==> config.mk <==
export PLATFORM = sky130hd
export DESIGN_NAME = dds_wave_gen
export DESIGN_NICKNAME = d
export VERILOG_FILES = /design/src/rtl/dds_wave_gen.sv
export SDC_FILE = /design/constraint.sdc
export NUM_CORES = 1
export LEC_CHECK = 0
export ABC_CLOCK_PERIOD_IN_PS = 6450
export CORE_ASPECT_RATIO = 1.75
export CORE_UTILIZATION = 55
export CTS_CLUSTER_SIZE = 20
export DETAILED_ROUTE_END_ITERATION = 10
export PLACE_DENSITY_LB_ADDON = 0.15
export SETUP_SLACK_MARGIN = 0.3
export SLEW_MARGIN = 20
export SYNTH_ARGS = -nofsm -noshare
export SYNTH_HDL_FRONTEND = slang
export SYNTH_SLANG_ARGS = --single-unit
==> constraint.sdc <==
create_clock -name clk -period 6.45 [get_ports clk]
set_input_delay 0.645 -clock clk [delete_from_list [all_inputs] [get_ports clk]]
set_output_delay 0.645 -clock clk [all_outputs]
set_load 0.05 [all_outputs]
==> src/rtl/dds_wave_gen.sv <==
// DDS waveform generator: 32-bit phase accumulator feeding a three-stage
// pipeline (phase/ROM align, waveform select, amplitude scaling) to the DAC.
module dds_wave_gen #(
    parameter int PHASE_W = 32,
    parameter int ROM_AW  = 11
) (
    input  logic               clk,
    input  logic               rst,
    input  logic [PHASE_W-1:0] ftw,
    input  logic               ftw_load,
    input  logic               enable,
    input  logic               sync,
    input  logic [1:0]         wave_sel,
    input  logic [7:0]         amp,
    output logic [ROM_AW-1:0]  rom_addr,
    input  logic [7:0]         rom_q,
    output logic [7:0]         dac_value,
    output logic               dac_valid,
    output logic               phase_wrap
);
    localparam logic [1:0] WAVE_SINE   = 2'd0;
    localparam logic [1:0] WAVE_SQUARE = 2'd1;
    localparam logic [1:0] WAVE_TRI    = 2'd2;

    logic [PHASE_W-1:0] acc_reg;
    logic [PHASE_W-1:0] ftw_reg;
    logic [PHASE_W:0]   acc_sum;
    logic               wrap_reg;
    logic [7:0]         ph1_reg;
    logic [1:0]         sel1_reg;
    logic [7:0]         w2_reg;
    logic [7:0]         w2_next;
    logic [7:0]         dac_reg;
    logic [7:0]         dac_next;
    logic [2:0]         valid_sr_reg;
    logic signed [8:0]  centred;
    logic signed [16:0] product;
    logic signed [8:0]  shifted;

    // Carry-out of the add is the wrap indication.
    assign acc_sum = {1'b0, acc_reg} + {1'b0, ftw_reg};

    always_ff @(posedge clk) begin
        if (rst) begin
            acc_reg  <= '0;
            ftw_reg  <= '0;
            wrap_reg <= 1'b0;
        end else begin
            if (ftw_load) begin
                ftw_reg <= ftw;
            end
            if (sync) begin
                acc_reg  <= '0;
                wrap_reg <= 1'b0;
            end else if (enable) begin
                acc_reg  <= acc_sum[PHASE_W-1:0];
                wrap_reg <= acc_sum[PHASE_W];
            end else begin
                wrap_reg <= 1'b0;
            end
        end
    end

    assign rom_addr = acc_reg[PHASE_W-1 -: ROM_AW];

    // Stage 1 lines up with the ROM's internal output register.
    always_ff @(posedge clk) begin
        if (rst) begin
            ph1_reg  <= '0;
            sel1_reg <= '0;
        end else begin
            ph1_reg  <= acc_reg[PHASE_W-1 -: 8];
            sel1_reg <= wave_sel;
        end
    end

    always_comb begin
        w2_next = ph1_reg;
        case (sel1_reg)
            WAVE_SINE:   w2_next = rom_q;
            WAVE_SQUARE: w2_next = ph1_reg[7] ? 8'd0 : 8'd255;
            // 255 - p is ~p, so the falling half mirrors the rising half.
            WAVE_TRI:    w2_next = ph1_reg[7] ? {~ph1_reg[6:0], 1'b0}
                                              : {ph1_reg[6:0], 1'b0};
            default:     w2_next = ph1_reg;
        endcase
    end

    always_ff @(posedge clk) begin
        if (rst) begin
            w2_reg <= 8'd128;
        end else begin
            w2_reg <= w2_next;
        end
    end

    // Scale around midscale; the floor shift keeps the result within 0..254.
    assign centred  = $signed({1'b0, w2_reg}) - 9'sd128;
    assign product  = centred * $signed({1'b0, amp});
    assign shifted  = 9'(product >>> 8);
    assign dac_next = 8'(shifted + 9'sd128);

    always_ff @(posedge clk) begin
        if (rst) begin
            dac_reg      <= 8'd128;
            valid_sr_reg <= '0;
        end else begin
            dac_reg      <= dac_next;
            valid_sr_reg <= {valid_sr_reg[1:0], 1'b1};
        end
    end

    assign dac_value  = dac_reg;
    assign dac_valid  = valid_sr_reg[2];
    assign phase_wrap = wrap_reg;

endmodule

**Run 1: M1 wires**

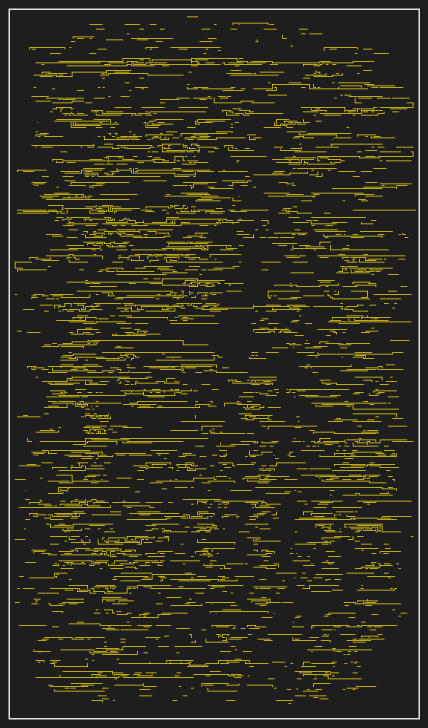
wire length on this layer	6800 um
main direction	horizontal
nets with wire on the layer	1001
share of all routed wire	36%
longest straight run	28.1 um
WL final: 18.89 mm
vias: 6096

**Run 1: clock wiring as the flow saved it**

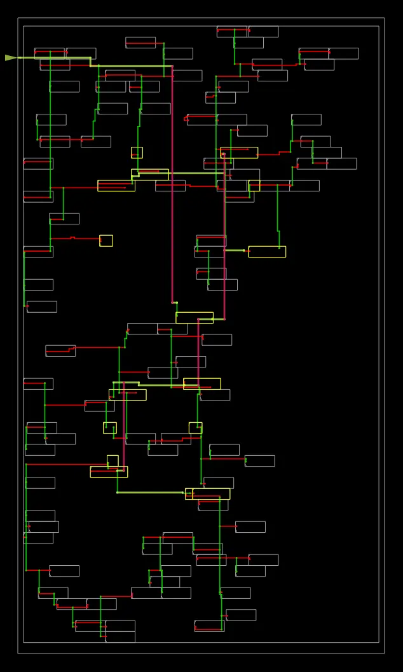
clk ins delay skew pair: 340 ps
Clock net power: 510 uW
Layout Skew: 8.401 ps

**Run 1: the metal 3 layer**

Scale bar: 20 um.
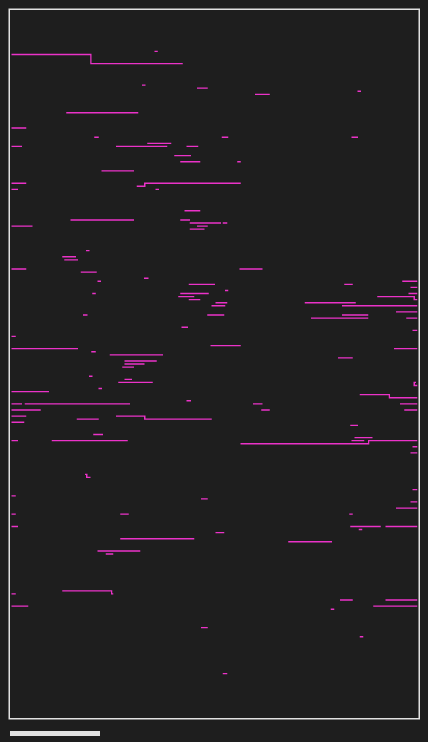
longest straight run	28.3 um
nets with wire on the layer	91
wire length on this layer	611 um
share of all routed wire	3.2%
main direction	horizontal
met3 GRT Util: 3.623%

[run 1: Yosys cell counts (2+ instances only)]
library cell and n:
clkbuf_8 7, dfxtp_1 94, buf_1 6, a31oi_1 4, nor3_1 9, xnor2_1 29, nand2b_1 14, or2_2 2
o21ai_1 4, mux2i_1 43, xor2_1 12, o21a_1 3, and3_1 8, or3_1 3, and2_1 39, buf_6 2
ha_1 62, nor4_1 6, a21o_1 18, buf_4 12, nand4b_1 2, nand4_1 13, a32oi_1 2, clkbuf_1 17
nor2b_1 18, o211ai_1 2, o21ai_0 27, a21oi_1 60, o21bai_1 2, a211oi_1 5, inv_1 95, nor2_1 75
o31ai_1 7, nand3_1 27, a221o_1 4, nand2_1 46, fa_1 50
[run 1: power groups by stage]
stage	clock network, mW	registers, mW	logic [mW]
finish	0.510	0.659	0.753
global route	0.545	0.663	0.845
CTS	0.522	0.659	0.759
detailed placement	0	0.672	0.752
global placement	0	0.671	0.725
floorplan	0	0.726	0.477
[run 1: cells by family after synthesis]
family,after synthesis,synth area share [%]
and+or+nand+nor,268,18.02
AOI/OAI and AO/OA,161,14.45
buffers and inverters,140,8.689
adders and majority gates,112,23.50
DFF,94,24.89
muxes,43,5.693
xor gates and xnor gates,41,4.750
[run 1: per-stage QoR]
| stage | cells | hold slack [ps] |
|---|---|---|
| 5_1_grt | 1082 | 472.0 |
| 2_1_floorplan | 859 | 413.8 |
| 6_report | 1082 | 447.4 |
| 3_3_place_gp | 1065 | 425.6 |
| 4_1_cts | 1081 | 453.2 |
| 3_5_place_dp | 1065 | 433.2 |
[run 1: worst paths after layout]
kind	from	endpoint	slack, ps	cells after the start
max reg2reg	w2_reg[7]	dac_value[7]	1340	16
max	amp[4]	dac_value[7]	1070	18
min reg2reg	valid_sr_reg[0]	valid_sr_reg[1]	450	1
min	valid_sr_reg[0]	valid_sr_reg[1]	450	1
[run 1: critical path: stages]
cell and delay, ps:
clkdlybuf4s50_1 570, and2_1 240, fa_1 490, inv_1 50, fa_1 480, inv_1 60, fa_1 540, inv_1 60
fa_1 530, inv_1 40, ha_1 200, nor4_1 240, o21ai_0 230, a311oi_1 540, o21ai_0 270, a21oi_1 220
xnor2_1 140, nand2_1 60
[run 1: per-layer routing]
layer	vias to the layer above	GRT usage, %	part of all wire (%)
met1	2896	27.99	36
met5	-	0	0
met3	51	3.623	3.2
met4	0	13.98	4.1
met2	172	56.42	57
li1	2977	-	-
[run 1: cell type report]
| class | count | area share (%) |
|---|---|---|
| diodes | 1 | 0.02939 |
| clock buffers | 9 | 2.645 |
| multi-input cells | 625 | 58.97 |
| clock inverters | 7 | 0.6319 |
| flip-flops and latches | 94 | 22.10 |
| well taps | 174 | 2.557 |
| inverters | 95 | 4.188 |
| repair buffers | 77 | 8.876 |
==> reports/metrics.cfg, run 1 <==
[yosys]
synth_cell_types=67
ys_seq_share_pct=24.89
yosys-stat-area_um2=7560
ys.flops=94
ys_warn_count=0
fp_nets=1026

[flow_run]
warnings=27

[routing]
drtAntennaViolNets=0
avgRoutedWirePerCell_um=17.46
first_iter_violations=249
drtPass1Iterations=5
viasPerCell=5.634

[finish]
final_cell_mix=inv_1, dfxtp_1, nor2_1
register_area_um2=1882
final-comb-area_um2=5021
syn_to_final_growth_pct=12.63

[clock_tree]
numCtsBuffers=9
post-cts-setup-buffers=0
cts_tree=done
cts_resized=0
cts_hold_buf=0

[sta]
finalWorstSetupSlack_ps=1071
rsz0062_at_grt=false
drv_slew=0
fin_crit_sh_pct=83.40

[place]
gp_congestion=0.9501

[setup_path]
worstPathArrival_ps=5620
cp.required_ps=6690
crit_type=in -> reg
start_kind=input pin

[floorplanning]
fp.coreArea_um2=13380
fp-utilization_pct=56.49
die_x_um=90.63
die_h_um=157.1
rows=56

[status]
outcome=complete, no violations

[power]
vdd_ir_drop_max_mv=0.1514
power.internal_mw=1.195

[global_route]
grt_use_total_pct=28.24

**Run 1: signal metal coverage by tile**

Scale bar: 20 um. 18 x 31 tiles, from dark blue (low) to red (high), scaled to the fullest tile. Values are wire area over tile area, all layers added.
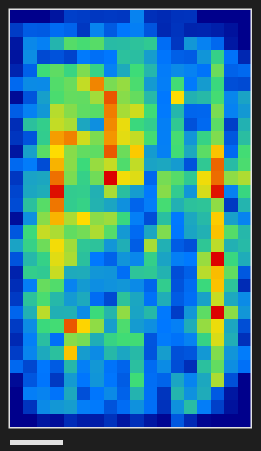

==> inputs of run 2 (changes only) <==
Settings changed: ABC_CLOCK_PERIOD_IN_PS 6450 to 5600.
Clock period 6.45 ns to 5.6 ns, I/O delays scaled along.
**Run 2: signal metal coverage by tile**

Scale bar: 20 um. 18 x 31 tiles, from dark blue (low) to red (high), scaled to the fullest tile. Values are wire area over tile area, all layers added.
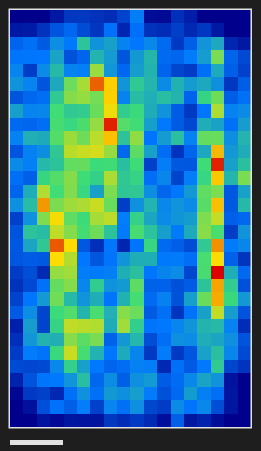
densest ninth of the die	left middle
fullest tile	0.65
mean over tiles	0.21
nearly empty tiles	3.4%
tiles over half the peak	19%
WL final: 18.72 mm
detailed-route wire length per cell: 17.30 um
vias: 6179
gr usage total: 27.91%

**Run 2: M1 wires**

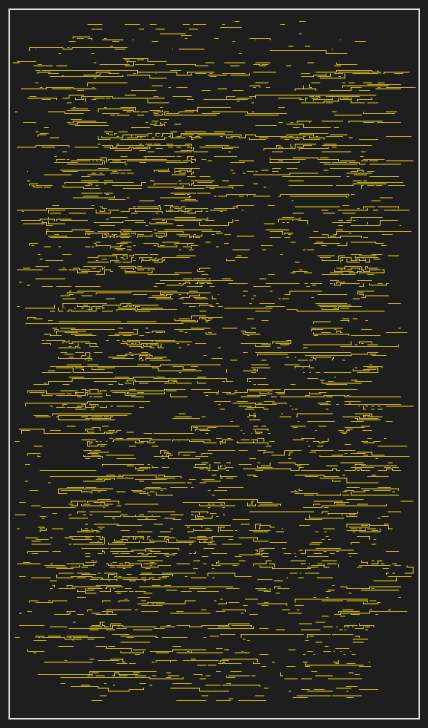
share of all routed wire	35%
nets with wire on the layer	1003
main direction	horizontal
wire length on this layer	6570 um
GR Layer Usage met1: 27.83%

**Run 2: clock wiring as the flow saved it**

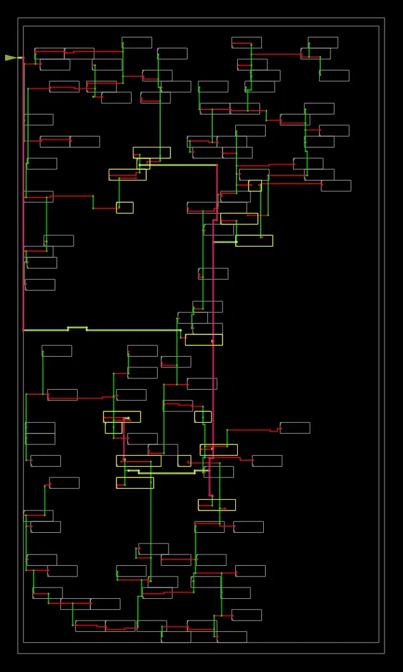
total CTS buffers: 9
clk ins delay skew pair: 350 ps
Layout Skew: 7.911 ps
Clock net power: 652 uW

==> reports/metrics.cfg, run 2 <==
[finish]
syn_to_final_growth_pct=13.34
final_cells=1082
final_cell_mix=inv_1, dfxtp_1, nor2_1
diodes=0

[routing]
drtPass1Iterations=5
drc=0
drtAntennaViolNets=0
viasPerCell=5.711
first_iter_violations=216

[setup_path]
crit_type=in -> reg
worstPathArrival_ps=5300
timing.rr.end=dac_value[7]
reg2reg_from=w2_reg[7]
cp.required_ps=5840
reg2regPathDepth=17
r2r_setup_slack_ps=700
start_kind=input pin

[floorplanning]
fp-utilization_pct=56.49
die_area_um2=14240
num_io_pins=76
die_x_um=90.63
die_h_um=157.1
rows=56
fp.coreArea_um2=13380

[power]
switching_share_pct=36.78
p_leak_nw=4.036
vdd_ir_drop_max_mv=0.1448
power.internal_mw=1.432

[clock_tree]
cts_hold_buf=0
post-cts-setup-buffers=0
clkTransAtPathRegs_ps=70
ctsRootBufferMaster=clkbuf_16
cts_tree=done

[yosys]
ys_cells=859
synth_cell_types=67
synthTopCellsByCount=inv_1, dfxtp_1, nor2_1
ys_seq_share_pct=24.89
top_cells_by_area=dfxtp_1, fa_1, ha_1, mux2i_1, inv_1
yosys-stat-area_um2=7560
ys_warn_count=0
fp_nets=1026
yosysMostFrequentCell=inv_1
ys.flops=94
syn_area_um2=7560

[status]
outcome=complete, no violations

[global_route]
grt_max_degree=58

[place]
gp_congestion=0.9469
post-dp-hpwl_mm=14.82
placed_cells=1066

[flow_run]
warnings=27

[sta]
worst_slew_pin_slew_ps=984.2
drv_slew=0
fin_crit_sh_pct=90.33
rsz0062_at_grt=false

[min_path]
hp-start=valid_sr_reg[1]
hold_depth=1
min_to=valid_sr_reg[2]

run 2: cell counts after synthesis:
No cell type changed its count.
run 2: final cells by class:
| cell class | count | area, um^2 |
|---|---|---|
| repair buffers | 78 | 765.7 |
| multi-input cells | 625 | 5031 |
| well taps | 174 | 217.7 |
| clock buffers | 9 | 225.2 |
| fillers | 1190 | 4815 |
| flip-flops and latches | 94 | 1882 |
| clock inverters | 7 | 90.09 |
| inverters | 95 | 356.6 |
run 2: logic make-up after synthesis:
kind of cell	Yosys count	share of synthesized area (%)
buf+inv	140	8.689
simple gates	268	18.02
mux	43	5.693
flops	94	24.89
fa+ha+maj	112	23.50
compound gates	161	14.45
xor+xnor	41	4.750
run 2: worst max path at each step:
stage,cells after the start,endpoint,startpoint
floorplan,17,dac_value[7],amp[5]
global placement,19,dac_value[7],amp[5]
detailed placement,19,dac_value[7],amp[5]
CTS,19,dac_value[7],amp[5]
global route,19,dac_value[7],amp[0]
finish,18,dac_value[7],amp[0]
run 2: power groups by stage:
stage | Combinational, mW | Sequential [mW] | Clock (mW)
3_3_place_gp | 0.836 | 0.773 | 0
4_1_cts | 0.867 | 0.759 | 0.667
6_report | 0.856 | 0.758 | 0.652
5_1_grt | 0.965 | 0.764 | 0.690
3_5_place_dp | 0.859 | 0.775 | 0
2_1_floorplan | 0.550 | 0.836 | 0
run 2: critical path, stage by stage:
cell	delay, ps
clkdlybuf4s50_1	580
nand2b_1	210
fa_1	580
inv_1	50
fa_1	510
inv_1	50
fa_1	480
inv_1	60
fa_1	490
ha_1	250
nor4_1	240
o21ai_1	170
a311oi_1	320
buf_4	170
o21ai_0	140
a21oi_1	220
xnor2_1	140
nand2_1	70
run 2: layer usage:
metal	GRT usage, %	vias to the layer above	wire (um)	part of all wire (%)
li1	-	2990	-	-
met1	27.83	2969	6574	35
met2	55.34	158	10680	57
met3	2.947	62	562	3.0
met4	15.28	0	904	4.8
met5	0	-	0	0
run 2: repair_timing:
| action | in CTS | in global routing |
|---|---|---|
| resized | 0 | 6 |
| endpoints found under the setup margin | 0 | 2 |
| endpoints found under the hold margin | 0 | 0 |
run 2: through the flow:
stage               hold WS, ps  area, um^2  utilization [%]  worst slack [ps]
floorplan                 413.8        7560                -             986.3
global placement          426.9        8240            61.57             221.3
detailed placement        450.8        8240            61.57             102.9
CTS                       464.6        8556            63.93             446.1
global route              486.1        8568            64.02             305.7
finish                    459.9        8568            64.02             541.5
**Run 2: the metal 3 layer**

Scale bar: 20 um.
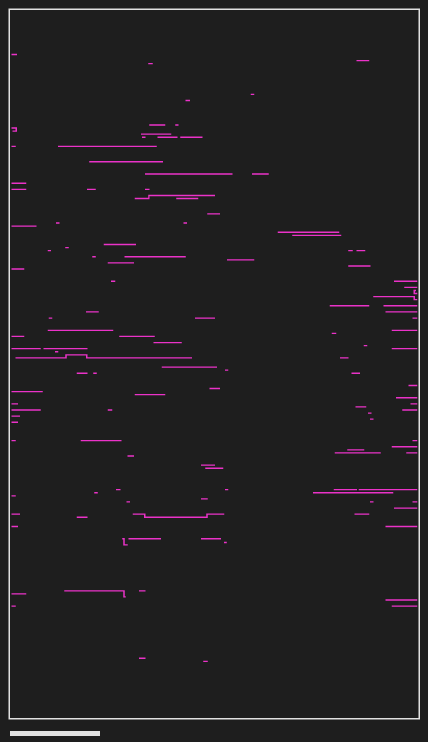

==> inputs of run 3 (changes only) <==
Settings changed: MAX_ROUTING_LAYER set to met4.
**Run 3: the metal 3 layer**

Scale bar: 20 um.
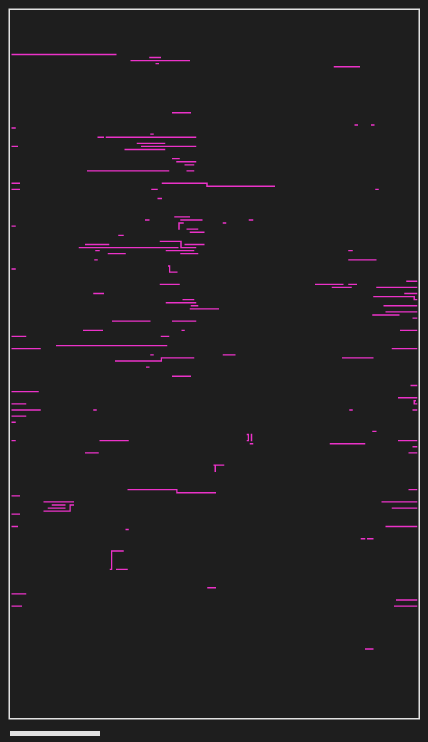
WL final: 18.75 mm
vias: 6103
met3 GRT Util: 2.705%

**Run 3: M1 wires**

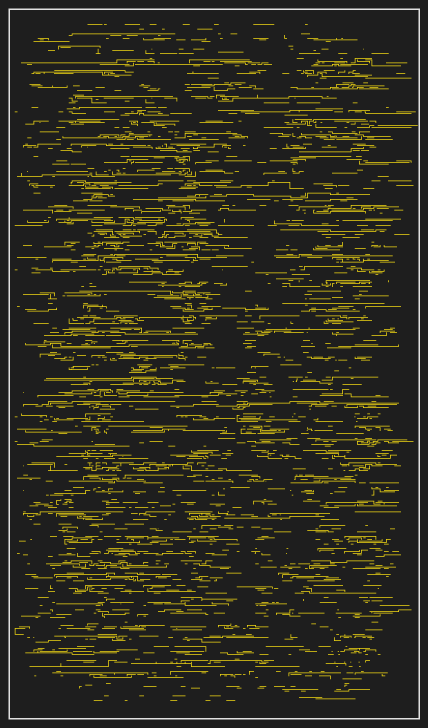
main direction	horizontal
wire length on this layer	6730 um
nets with wire on the layer	999
longest straight run	22.8 um
GR Layer Usage met1: 28.55%

==> reports/metrics.cfg, run 3 <==
[status]
outcome=complete, no violations

[yosys]
yosysMostFrequentCell=inv_1
ys_seq_share_pct=24.89
ys_cells=859
synth_cell_types=67
yosys-stat-area_um2=7560
top_cells_by_area=dfxtp_1, fa_1, ha_1, mux2i_1, inv_1
fp_nets=1026

[floorplanning]
num_io_pins=76
fp.coreArea_um2=13380
fp-utilization_pct=56.49

[clock_tree]
clkTransAtPathRegs_ps=70
clkLatencyLatePin_ps=350
cts_hold_buf=0
numCtsBuffers=9
ctsRootBufferMaster=clkbuf_16

[sta]
rsz0062_at_grt=false
fin_crit_sh_pct=89.94
worst_slew_pin_slew_ps=1106

[global_route]
met2_usage_pct=56.46

[finish]
fin_util_pct=63.92
syn_to_final_growth_pct=13.16
diodes=0

[setup_path]
cp_common_cell=fa_1
crit_slowest_cell=clkdlybuf4s50_1
worstSetupStartpoint=amp[1]
worstPathCellList=clkdlybuf4s50_1 > nand2b_4 > fa_1 > inv_1 > fa_1 > fa_1 > inv_1 > fa_1 > inv_1 > ha_1 > and3_1 > a311oi_2 > buf_4 > o21ai_0 > a21oi_1 > xnor2_1 > nand2_1
start_kind=input pin
reg2reg_from=w2_reg[7]
crit_type=in -> reg

[routing]
first_iter_violations=247
drtAntennaViolNets=0
drc=0

[power]
vdd_ir_drop_max_mv=0.1532
switching_share_pct=37.68

[place]
post-dp-hpwl_mm=14.92

**Run 3: clock wiring as the flow saved it**

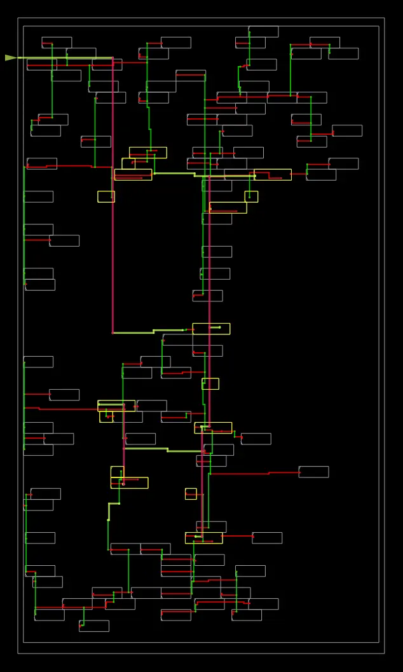
clkbuf count: 9
Clock net power: 602 uW

-- run 3: cell counts after synthesis --
Identical to the previous run, type by type.
-- run 3: repair_timing --
| action | 4_1_cts | 5_1_grt |
|---|---|---|
| setup endpoints to repair | 0 | 4 |
| resized | 0 | 7 |
| buffers inserted | 0 | 0 |
-- run 3: power by group through the flow --
stage	combinational, mW	sequential, mW	clock [mW]
6_report	0.865	0.759	0.602
5_1_grt	0.973	0.765	0.636
4_1_cts	0.867	0.760	0.613
3_5_place_dp	0.859	0.775	0
3_3_place_gp	0.836	0.774	0
2_1_floorplan	0.550	0.836	0
-- run 3: logic make-up (layout without fill, tap and decap cells) --
logic type | Yosys count | in the layout | synth area share [%]
adders and majority gates | 112 | 112 | 23.50
buffers and inverters | 140 | 189 | 8.689
and+or+nand+nor | 268 | 268 | 18.02
muxes | 43 | 43 | 5.693
xor gates and xnor gates | 41 | 41 | 4.750
DFF | 94 | 94 | 24.89
AOI/OAI and AO/OA | 161 | 161 | 14.45
-- run 3: metrics by stage --
| step | setup slack, ps | std cells |
|---|---|---|
| after floorplan | 986.3 | 859 |
| after global placement | 206.2 | 1066 |
| after detailed placement | 138.5 | 1066 |
| after CTS | 496.2 | 1082 |
| after global routing | 252.8 | 1082 |
| final | 563.4 | 1082 |
-- run 3: final cells by class --
cell class                      count  area (um^2)  share of cell area (%)
Clock buffer                        9        225.2                   2.633
Clock inverter                      7        65.06                  0.7606
Inverter                           95        356.6                   4.168
Multi-Input combinational cell    625         5037                   58.89
Sequential cell                    94         1882                   22.00
Tap cell                          174        217.7                   2.545
Timing Repair Buffer               78        770.7                   9.010
-- run 3: metal layers --
layer  routed length, um  share of wire (%)  vias to the layer above
li1                    -                  -                     2982
met1                6732                 36                     2891
met2               10690                 57                      180
met3                 563                3.0                       50
met4                 763                4.1                        0
met5                   0                  0                        -
-- run 3: critical path, delay by kind of cell --
kind                     cells  cell delay [ps]
AND/OR/NAND/NOR              3              380
XOR/XNOR                     1              140
adder cells (fa/ha/maj)      5             2490
buffers and inverters        5             1060
AND-OR/OR-AND                3              650
-- run 3: path summary, 6_finish.rpt --
kind                     end  slack (ps)  cells after the start
max             dac_value[7]         560                     17
min          valid_sr_reg[1]         440                      1
max reg2reg     dac_value[7]         790                     16
min reg2reg  valid_sr_reg[1]         440                      1
Power is estimated from default activity; no workload was simulated.
